Clock wires, drivers and flops:
Bar = 50 um.
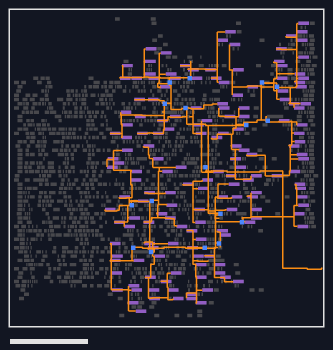
Placed cells, one colour a class:
Bar = 50 um.
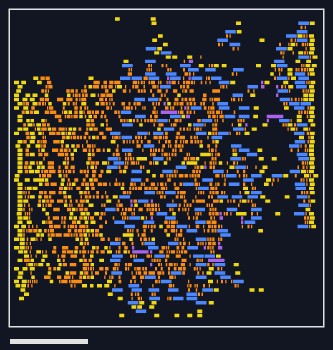
Gate-type map:
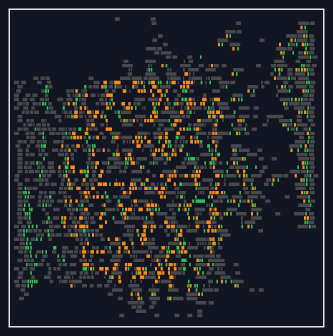
Cell placement:
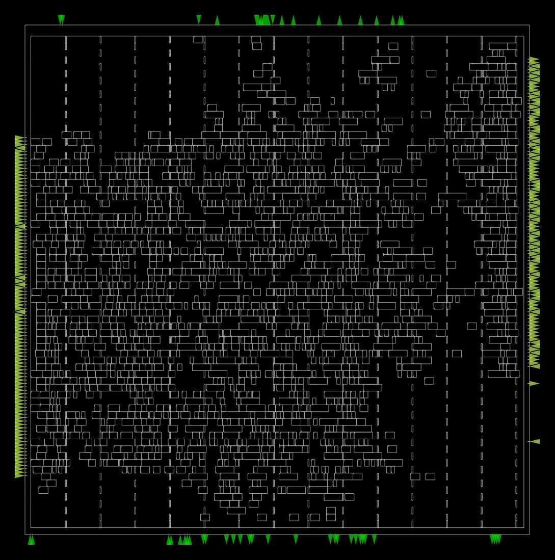
M2 wires:
Cells faint in the background.
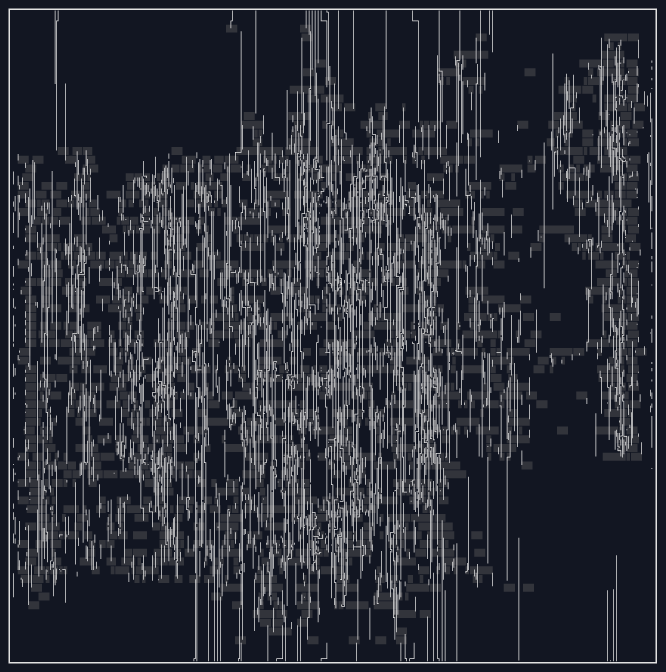
$ cat src/rtl/mips_pkg.sv
// mips_pkg
//   Shared types and helpers for the MIPS fetch front end.
//   redirect_t    : encodings of redirect_type (2'b11 is reserved, no redirect)
//   fetch_state_t : fetch sequencer FSM states
//   sext16_32 / sext26_32 : sign extension of branch / jump word offsets
package mips_pkg;

   typedef enum logic [1:0] {
      RD_BRANCH = 2'b00,
      RD_JUMP   = 2'b01,
      RD_JR     = 2'b10
   } redirect_t;

   typedef enum logic [1:0] {
      ST_IDLE    = 2'b00,
      ST_FETCH   = 2'b01,
      ST_HOLD    = 2'b10,
      ST_DISCARD = 2'b11
   } fetch_state_t;

   function automatic logic [31:0] sext16_32(input logic [15:0] imm);
      return {{16{imm[15]}}, imm};
   endfunction

   function automatic logic [31:0] sext26_32(input logic [25:0] imm);
      return {{6{imm[25]}}, imm};
   endfunction

endpackage

$ cat src/rtl/pc_target_calc.sv
// pc_target_calc
//   Combinational redirect target computation.
//   Ports:
//     redirect_type  in  2   branch / jump / jr (11 yields 0, caller ignores it)
//     redirect_pc    in  32  PC of the redirecting instruction
//     branch_imm16   in  16  signed word offset
//     jump_imm26     in  26  signed word offset
//     jr_target      in  32  absolute target, low two bits forced to zero
//     target         out 32  computed fetch address (mod 2^32)
module pc_target_calc
   import mips_pkg::*;
(
   input  logic [1:0]  redirect_type,
   input  logic [31:0] redirect_pc,
   input  logic [15:0] branch_imm16,
   input  logic [25:0] jump_imm26,
   input  logic [31:0] jr_target,
   output logic [31:0] target
);

   logic [31:0] seq_pc;

   assign seq_pc = redirect_pc + 32'd4;

   always_comb begin
      target = 32'h0000_0000;
      case (redirect_type)
         RD_BRANCH: target = seq_pc + (sext16_32(branch_imm16) << 2);
         RD_JUMP:   target = seq_pc + (sext26_32(jump_imm26) << 2);
         RD_JR:     target = jr_target & 32'hFFFF_FFFC;
         default:   target = 32'h0000_0000;
      endcase
   end

endmodule

$ cat src/rtl/pc_fetch_sequencer.sv
// pc_fetch_sequencer
//   Owns the program counter, fetches instructions over a req/ack port and
//   hands them to decode over valid/ready. Redirects from execute replace
//   the fetch address; an in-flight request is never withdrawn, its data is
//   discarded instead.
//   Ports:
//     clk, reset                    clock, synchronous active-high reset
//     imem_req/imem_addr            fetch request and address (registered)
//     imem_ack/imem_rdata           one-cycle ack with data
//     instr_valid/instr_ready       decode handshake
//     instr_out/instr_pc            held instruction and its address
//     redirect_valid/redirect_type  redirect strobe and kind
//     redirect_pc, branch_imm16, jump_imm26, jr_target  target operands
module pc_fetch_sequencer
   import mips_pkg::*;
#(
   parameter logic [31:0] RESET_PC = 32'h0000_0000
)(
   input  logic        clk,
   input  logic        reset,
   output logic        imem_req,
   output logic [31:0] imem_addr,
   input  logic        imem_ack,
   input  logic [31:0] imem_rdata,
   output logic        instr_valid,
   input  logic        instr_ready,
   output logic [31:0] instr_out,
   output logic [31:0] instr_pc,
   input  logic        redirect_valid,
   input  logic [1:0]  redirect_type,
   input  logic [31:0] redirect_pc,
   input  logic [15:0] branch_imm16,
   input  logic [25:0] jump_imm26,
   input  logic [31:0] jr_target
);

   fetch_state_t state;
   logic [31:0]  fetch_pc;
   logic [31:0]  pend_pc;
   logic [31:0]  target;
   logic         redir;

   pc_target_calc u_target_calc (
      .redirect_type (redirect_type),
      .redirect_pc   (redirect_pc),
      .branch_imm16  (branch_imm16),
      .jump_imm26    (jump_imm26),
      .jr_target     (jr_target),
      .target        (target)
   );

   // The reserved encoding behaves exactly like no redirect at all.
   assign redir = redirect_valid && (redirect_type != 2'b11);

   always_ff @(posedge clk) begin
      if (reset) begin
         state       <= ST_IDLE;
         fetch_pc    <= RESET_PC;
         pend_pc     <= RESET_PC;
         imem_req    <= 1'b0;
         imem_addr   <= RESET_PC;
         instr_valid <= 1'b0;
         instr_out   <= 32'h0000_0000;
         instr_pc    <= 32'h0000_0000;
      end else begin
         case (state)
            ST_IDLE: begin
               fetch_pc  <= redir ? target : fetch_pc;
               imem_addr <= redir ? target : fetch_pc;
               imem_req  <= 1'b1;
               state     <= ST_FETCH;
            end
            ST_FETCH: begin
               if (imem_ack) begin
                  if (redir) begin
                     // Returned word belongs to the abandoned path.
                     fetch_pc  <= target;
                     imem_addr <= target;
                     imem_req  <= 1'b1;
                  end else begin
                     instr_out   <= imem_rdata;
                     instr_pc    <= fetch_pc;
                     instr_valid <= 1'b1;
                     fetch_pc    <= fetch_pc + 32'd4;
                     imem_req    <= 1'b0;
                     state       <= ST_HOLD;
                  end
               end else if (redir) begin
                  // Request stays up at the old address until memory acks it.
                  pend_pc <= target;
                  state   <= ST_DISCARD;
               end
            end
            ST_HOLD: begin
               if (redir) begin
                  instr_valid <= 1'b0;
                  fetch_pc    <= target;
                  imem_addr   <= target;
                  imem_req    <= 1'b1;
                  state       <= ST_FETCH;
               end else if (instr_ready) begin
                  // Next request comes from state, not from ready combinationally.
                  instr_valid <= 1'b0;
                  imem_addr   <= fetch_pc;
                  imem_req    <= 1'b1;
                  state       <= ST_FETCH;
               end
            end
            ST_DISCARD: begin
               if (imem_ack) begin
                  fetch_pc  <= redir ? target : pend_pc;
                  imem_addr <= redir ? target : pend_pc;
                  imem_req  <= 1'b1;
                  state     <= ST_FETCH;
               end else if (redir) begin
                  pend_pc <= target;
               end
            end
            default: state <= ST_IDLE;
         endcase
      end
   end

endmodule

$ cat config.mk
export PLATFORM = sky130hd
export DESIGN_NAME = pc_fetch_sequencer
export DESIGN_NICKNAME = d
export VERILOG_FILES = /design/src/rtl/mips_pkg.sv /design/src/rtl/pc_target_calc.sv /design/src/rtl/pc_fetch_sequencer.sv
export SDC_FILE = /design/constraint.sdc
export NUM_CORES = 1
export LEC_CHECK = 0
export CAP_MARGIN = 20
export CORE_AREA = 2 2 199 201
export CTS_BUF_LIST = sky130_fd_sc_hd__clkbuf_2
export DETAILED_ROUTE_END_ITERATION = 12
export DIE_AREA = 0 0 201 203
export MAX_ROUTING_LAYER = met4
export SLEW_MARGIN = 10
export SYNTH_ARGS = -nofsm -noshare
export SYNTH_HDL_FRONTEND = slang
export SYNTH_SLANG_ARGS = --single-unit
export TNS_END_PERCENT = 100
$ cat constraint.sdc
create_clock -name clk -period 4.2 [get_ports clk]
set_input_delay 0.63 -clock clk [delete_from_list [all_inputs] [get_ports clk]]
set_output_delay 0.63 -clock clk [all_outputs]
set_load 0.05 [all_outputs]
==> notes.md <==
## Finish
• Largest area class, layout: multi-input combinational cells
• Clock buf/inv share: 1.92%
• filler cell count in the final layout: 4076
• proportion of layout cells with a drive suffix above 1: 11.5%
• final non-filler cell area: 0.0143 mm2
• clock buffer instance count of the final layout: 18

## Setup path
• Reg2Reg Launch Point: fetch_pc[7]
• combined buffer and inverter count along the critical path: 1
• FF-to-FF setup slack: 1.20 ns

## Power and ir drop
• combinational fraction of design power: 37.5%
• switching power summed over all nets: 1630 uW
• Sw Share: 37.0%
• power attributed to sequential cells: 1770 uW
• cell internal power dissipation: 2770 uW

## Drt
• metal3 WL: 3240 um
• via/cell ratio: 5.05

## CTS
• maximum level of the CTS H-tree: 4
• maximum root-to-sink buffer count: 2

## Final timing
• final sum of negative setup slack: 0 ns
• maximum clock rate: 265 MHz
• Final Hold Fails: 0
• post-route worst hold slack: 0.321 ns

## Run status
• result of the run: finished, final reports clean

## Hold path
• Hold Path Depth: 2
• Hold/Removal Path Class: input port to flip-flop

## Die
• area of the chip: 0.0408 mm2

## Global routing
• Congestion Overflow GR: 0
• busiest layer in global routing: met2

## Yosys
• yosys cell count: 1453

Back to the opening pictures, 'clock wires, drivers and flops':
[orange] clock wires | length: 2170 um
[blue] cells driving clock nets | count: 17
[purple] flip-flops | count: 164
routed clock nets	18
Clock net power: 976 uW
Layout Skew: 0.0425 ns
clock group share of total power: 22.2%
Late-Pin Clk Latency: 0.78 ns

Back to the opening pictures, 'placed cells, one colour a class':
colour	class	cells
yellow	other buffers and delay cells	381
blue	flip-flops	164
purple	clock drivers and dummy loads	32
orange	all other logic	1177

Back to the opening pictures, 'gate-type map':
colour	family	cells	most used
green	NAND gates	356	nand2_1
orange	inverting AOI/OAI gates	411	a21oi_1
most common cell after layout, fill and taps aside: nand2_1
combinational share of cell area: 45.4%

Back to the opening pictures, 'cell placement':
Seq Cell Count: 164
final core area utilization: 37.3%
Well-Tap Cells: 518
register share of the cell area: 22.9%
post-layout instance count excluding filler cells: 2279

Back to the opening pictures, 'M2 wires':
wire length on this layer	16800 um
nets with wire on the layer	1471
longest straight run	59.2 um
grt met2 use: 29.5%
total number of vias: 11520
Routed Wire Length: 38200 um

Power and IR drop assume default switching activity.
